`src/rtl/i2c_clk_div.sv`:
```
// Integer clock divider for the I2C master state-machine clock: clk period is DIV_RATIO clk_in cycles, low phase ceil(N/2).
// Latency: first clk rise LOW clk_in cycles after reset release; no backpressure (free-running).
module i2c_clk_div #(
  parameter int DIV_RATIO = 250,
  parameter int CNT_W     = $clog2(DIV_RATIO)
) (
  input  logic clk_in,
  input  logic reset,
  output logic clk,
  output logic tick_rise,
  output logic tick_fall
);

  if (DIV_RATIO < 2) begin : g_bad_ratio
    $error("i2c_clk_div: DIV_RATIO must be >= 2");
  end

  localparam int unsigned      LOW    = (DIV_RATIO + 1) / 2;
  localparam logic [CNT_W-1:0] LAST_C = CNT_W'(DIV_RATIO - 1);
  localparam logic [CNT_W-1:0] LOW_C  = CNT_W'(LOW);

  logic [CNT_W-1:0] cnt_q, cnt_d;
  logic             clk_q, clk_d;
  logic             rise_q, rise_d;
  logic             fall_q, fall_d;

  // Outputs are decoded from the next count so they line up with the counter edge.
  always_comb begin
    cnt_d  = (cnt_q == LAST_C) ? '0 : cnt_q + CNT_W'(1);
    clk_d  = (cnt_d >= LOW_C);
    rise_d = (cnt_d == LOW_C);
    fall_d = (cnt_d == '0);
  end

  always_ff @(posedge clk_in or negedge reset) begin
    if (!reset) begin
      cnt_q  <= '0;
      clk_q  <= 1'b0;
      rise_q <= 1'b0;
      fall_q <= 1'b0;
    end else begin
      cnt_q  <= cnt_d;
      clk_q  <= clk_d;
      rise_q <= rise_d;
      fall_q <= fall_d;
    end
  end

  assign clk       = clk_q;
  assign tick_rise = rise_q;
  assign tick_fall = fall_q;

endmodule

```
`config.mk`:
```
export PLATFORM = sky130hd
export DESIGN_NAME = i2c_clk_div
export DESIGN_NICKNAME = d
export VERILOG_FILES = /design/src/rtl/i2c_clk_div.sv
export SDC_FILE = /design/constraint.sdc
export NUM_CORES = 1
export LEC_CHECK = 0
export ABC_AREA = 1
export CAP_MARGIN = 30
export CORE_AREA = 2 2 39 41
export DETAILED_ROUTE_END_ITERATION = 8
export DIE_AREA = 0 0 41 43
export PLACE_DENSITY_LB_ADDON = 0.2
export SYNTH_ARGS = -nofsm -noshare
export SYNTH_HDL_FRONTEND = slang
export SYNTH_SLANG_ARGS = --single-unit
```
`constraint.sdc`:
```
create_clock -name clk_in -period 1.8 [get_ports clk_in]
set_input_delay 0.18 -clock clk_in [delete_from_list [all_inputs] [get_ports clk_in]]
set_output_delay 0.18 -clock clk_in [all_outputs]
set_load 0.01 [all_outputs]
```
==> results.tsv <==
stage	metric	value	unit
outcome	outcome	completed	
global_route	antenna_found_initial	0	
synthesis	top_cells_by_count	nand2_1 (23), inv_1 (14), dfrtp_1 (11)	
route	drtIter0Drc	12	
route	wl_met3	59	um
route	wl_met1	540	um
die	ios	5	
route	routed.top_layer	met4	
final_timing	finalCriticalPeriod	1.48	ns
worst_setup_path	cp_common_cell	nand2_1	
worst_setup_path	worstPathArrival	1.69	ns
synthesis	synth_area	673	um2
clock_network	cts-root-buf	clkbuf_4	
synthesis	synth-main-ff-cell	dfrtp_1	
final_timing	rsz0062_at_grt	false	
route	drt-total-wl	1.29	mm
worst_setup_path	rr_startpoint	cnt_q[0]	
final_timing	worst_pin_slew	0.513	ns
synthesis	yosysWarnings	0	
placed_design	placed_cell_area	733	um2
run	warning_count	27	
pwr	p_clk_share	40.4	%
global_route	grt_pass1_wl	2.21	mm
clock_network	cts_resized	0	
pwr	power.density	560	nW/um2
final_timing	tns	0	ns
synthesis	numSynthFlops	11	
route	vias	557	
clock_network	htree_num_levels	1	
synthesis	yosysTopAreaCell	dfrtp_1	
synthesis	yosysTopAreaCellShare	40.9	%
final_timing	drv_slew	0	
worst_setup_path	max_stage_delay	0.42	ns
die	die_x	41	um
final_timing	fmax	676	MHz
worst_setup_path	cp_cell_sequence	ha_1, nand2_1, inv_1, o21ai_0, nand3_1, nor2_1, nand2_1, nand2_1	
worst_setup_path	startpoint_type	flop	
pwr	p_total	0.425	mW
route	wl_met2	648	um
worst_setup_path	critical_path_class	reg -> reg	
placed_design	dpl.cell_count	109	
worst_setup_path	crit_start	cnt_q[0]	
synthesis	synth_cells	89	
final_layout	fin_cells	113	
global_route	globalRouteTotalUtil	19.4	%
synthesis	syn_area_per_cell	7.56	um2
worst_setup_path	cp_slowest_cell	dfrtp_1	
synthesis	synth_chip_area	673	um2
worst_setup_path	worstPathRequired	2.01	ns
placed_design	globalplace.congestion	0.805	
final_layout	antenna_cells	0	
synthesis	async_flop_share	100	%
route	avgRoutedWirePerCell	11.4	um
final_timing	fin_crit_sh	82.2	%
final_layout	fill_cells	139	
placed_design	portBuffers	4	
final_layout	design_area	759	um2
pwr	p_int	0.335	mW
clock_network	cts_buffer_depth	2	
pwr	seqPwrFrac	58.1	%
final_timing	setup_viol_count_final	0	
pwr	switching_power	0.0904	mW
clock_network	ctsHoldBuffers	0	
pwr	swShare	21.3	%
worst_setup_path	crit_fanout	4	
run	drv_cap	0	
synthesis	area_leaders	dfrtp_1 (41%), nand2_1 (13%), inv_1 (7.8%)	
clock_network	post_cts_buffers	0	
global_route	overflow	0	
synthesis	yosys.cell_types.count	17	
clock_network	clkLatencyLatePin	0.27	ns
pwr	peakVddDrop	0.371	mV
die	fp_util	48.6	%
==> path summary, 6_finish.rpt <==
| kind | endpoint | slack [ns] | depth (start not counted) |
|---|---|---|---|
| setup / recovery | clk | 0.32 | 8 |
| hold / removal | cnt_q[5] | 0.24 | 1 |
| setup reg to reg | clk | 0.32 | 8 |
| hold reg to reg | cnt_q[7] | 0.59 | 2 |
| max in group asynchronous | cnt_q[3] | 1.21 | 1 |
| min in group clk_in | cnt_q[7] | 0.59 | 2 |
==> critical path, delay by kind of cell, from the launching register on <==
| kind | cells | cell delay (ns) |
|---|---|---|
| AOI/OAI and AO/OA | 1 | 0.19 |
| adders and majority gates | 1 | 0.27 |
| buffers and inverters | 1 | 0.07 |
| DFF | 1 | 0.42 |
| and+or+nand+nor | 5 | 0.46 |
==> registers in the layout (all words and copies together) (netlist names) <==
name       flops
tick_fall      1
tick_rise      1
clk            1
cnt_q          8
==> per-stage QoR <==
| stage | hold slack, ns | setup WS (ns) | utilization, % |
|---|---|---|---|
| 2_1_floorplan | -0.116 | 0.489 | - |
| 3_3_place_gp | 0.547 | 0.351 | 53.0 |
| 3_5_place_dp | 0.557 | 0.331 | 53.0 |
| 4_1_cts | 0.266 | 0.310 | 54.9 |
| 5_1_grt | 0.274 | 0.216 | 54.9 |
| 6_report | 0.242 | 0.321 | 54.9 |
==> per-layer routing <==
metal	up-vias	track usage (%)
met5	-	0
li1	293	-
met1	245	23.9
met3	7	5.24
met4	0	10.0
met2	12	29.7
==> cell families (layout without fill, tap and decap cells) <==
logic type,count (synthesis),count (layout),share of synthesized area [%]
simple gates,56,56,42.2
fa+ha+maj,2,2,3.72
compound gates,5,5,4.46
buf+inv,15,23,8.74
flops,11,11,40.9
==> power groups by stage <==
stage | Combinational [mW] | Clock [mW] | Sequential, mW
after CTS | 0.00715 | 0.174 | 0.247
after global placement | 0.00694 | 0 | 0.252
after floorplan | 0.000000268 | 0 | 0.252
after detailed placement | 0.00715 | 0 | 0.252
final | 0.00669 | 0.172 | 0.247
after global routing | 0.00752 | 0.184 | 0.247
==> cell type report <==
class	count	area (um2)	share of cell area (%)
Inverter	15	58.8	7.74
Clock buffer	4	26.3	3.46
Sequential cell	11	275	36.2
Multi-Input combinational cell	63	339	44.6
Tap cell	16	20.0	2.64
Timing Repair Buffer	4	40.0	5.27
==> placed cells by master (no fill, tap or decap), types with 2 or more instances in the layout <==
| cell type | Yosys | final |
|---|---|---|
| clkbuf_4 | 0 | 3 |
| clkdlybuf4s50_1 | 0 | 4 |
| dfrtp_1 | 11 | 11 |
| ha_1 | 2 | 2 |
| inv_1 | 14 | 14 |
| nand2_1 | 23 | 23 |
| nand2_4 | 2 | 2 |
| nand3_1 | 9 | 9 |
| nor2_1 | 10 | 10 |
| nor2_2 | 7 | 7 |
| o21ai_0 | 2 | 2 |
| o21bai_1 | 2 | 2 |
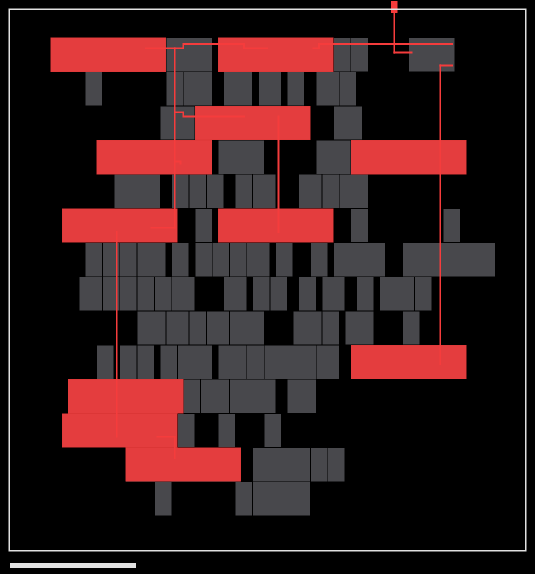
**Above:** port wiring.
Bar = 10 um.
Red is reset, direction input, end cells 11, buffers 1, wire 102 um.

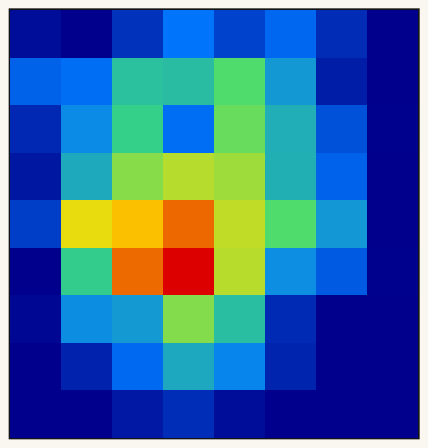
**Above:** wire density map.
The die is cut into 8 by 9 equal tiles; dark blue is low, red is high, scaled to the fullest tile. Values are wire area over tile area, all layers added.
The emptiest ninth of the die: south-east. The densest ninth of the die: center. The mean over all tiles is 0.12.

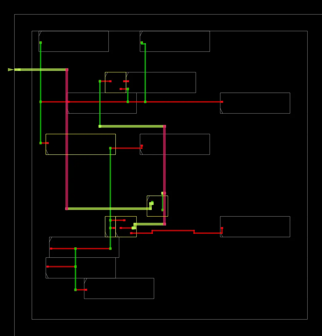
**Above:** clock nets.
Clk. pwr: 0.172 mW
CTS buffer count: 3
Clock Skew: 0.00497 ns
flip-flops: 11
clock sink count: 11

Power and IR drop assume default switching activity.
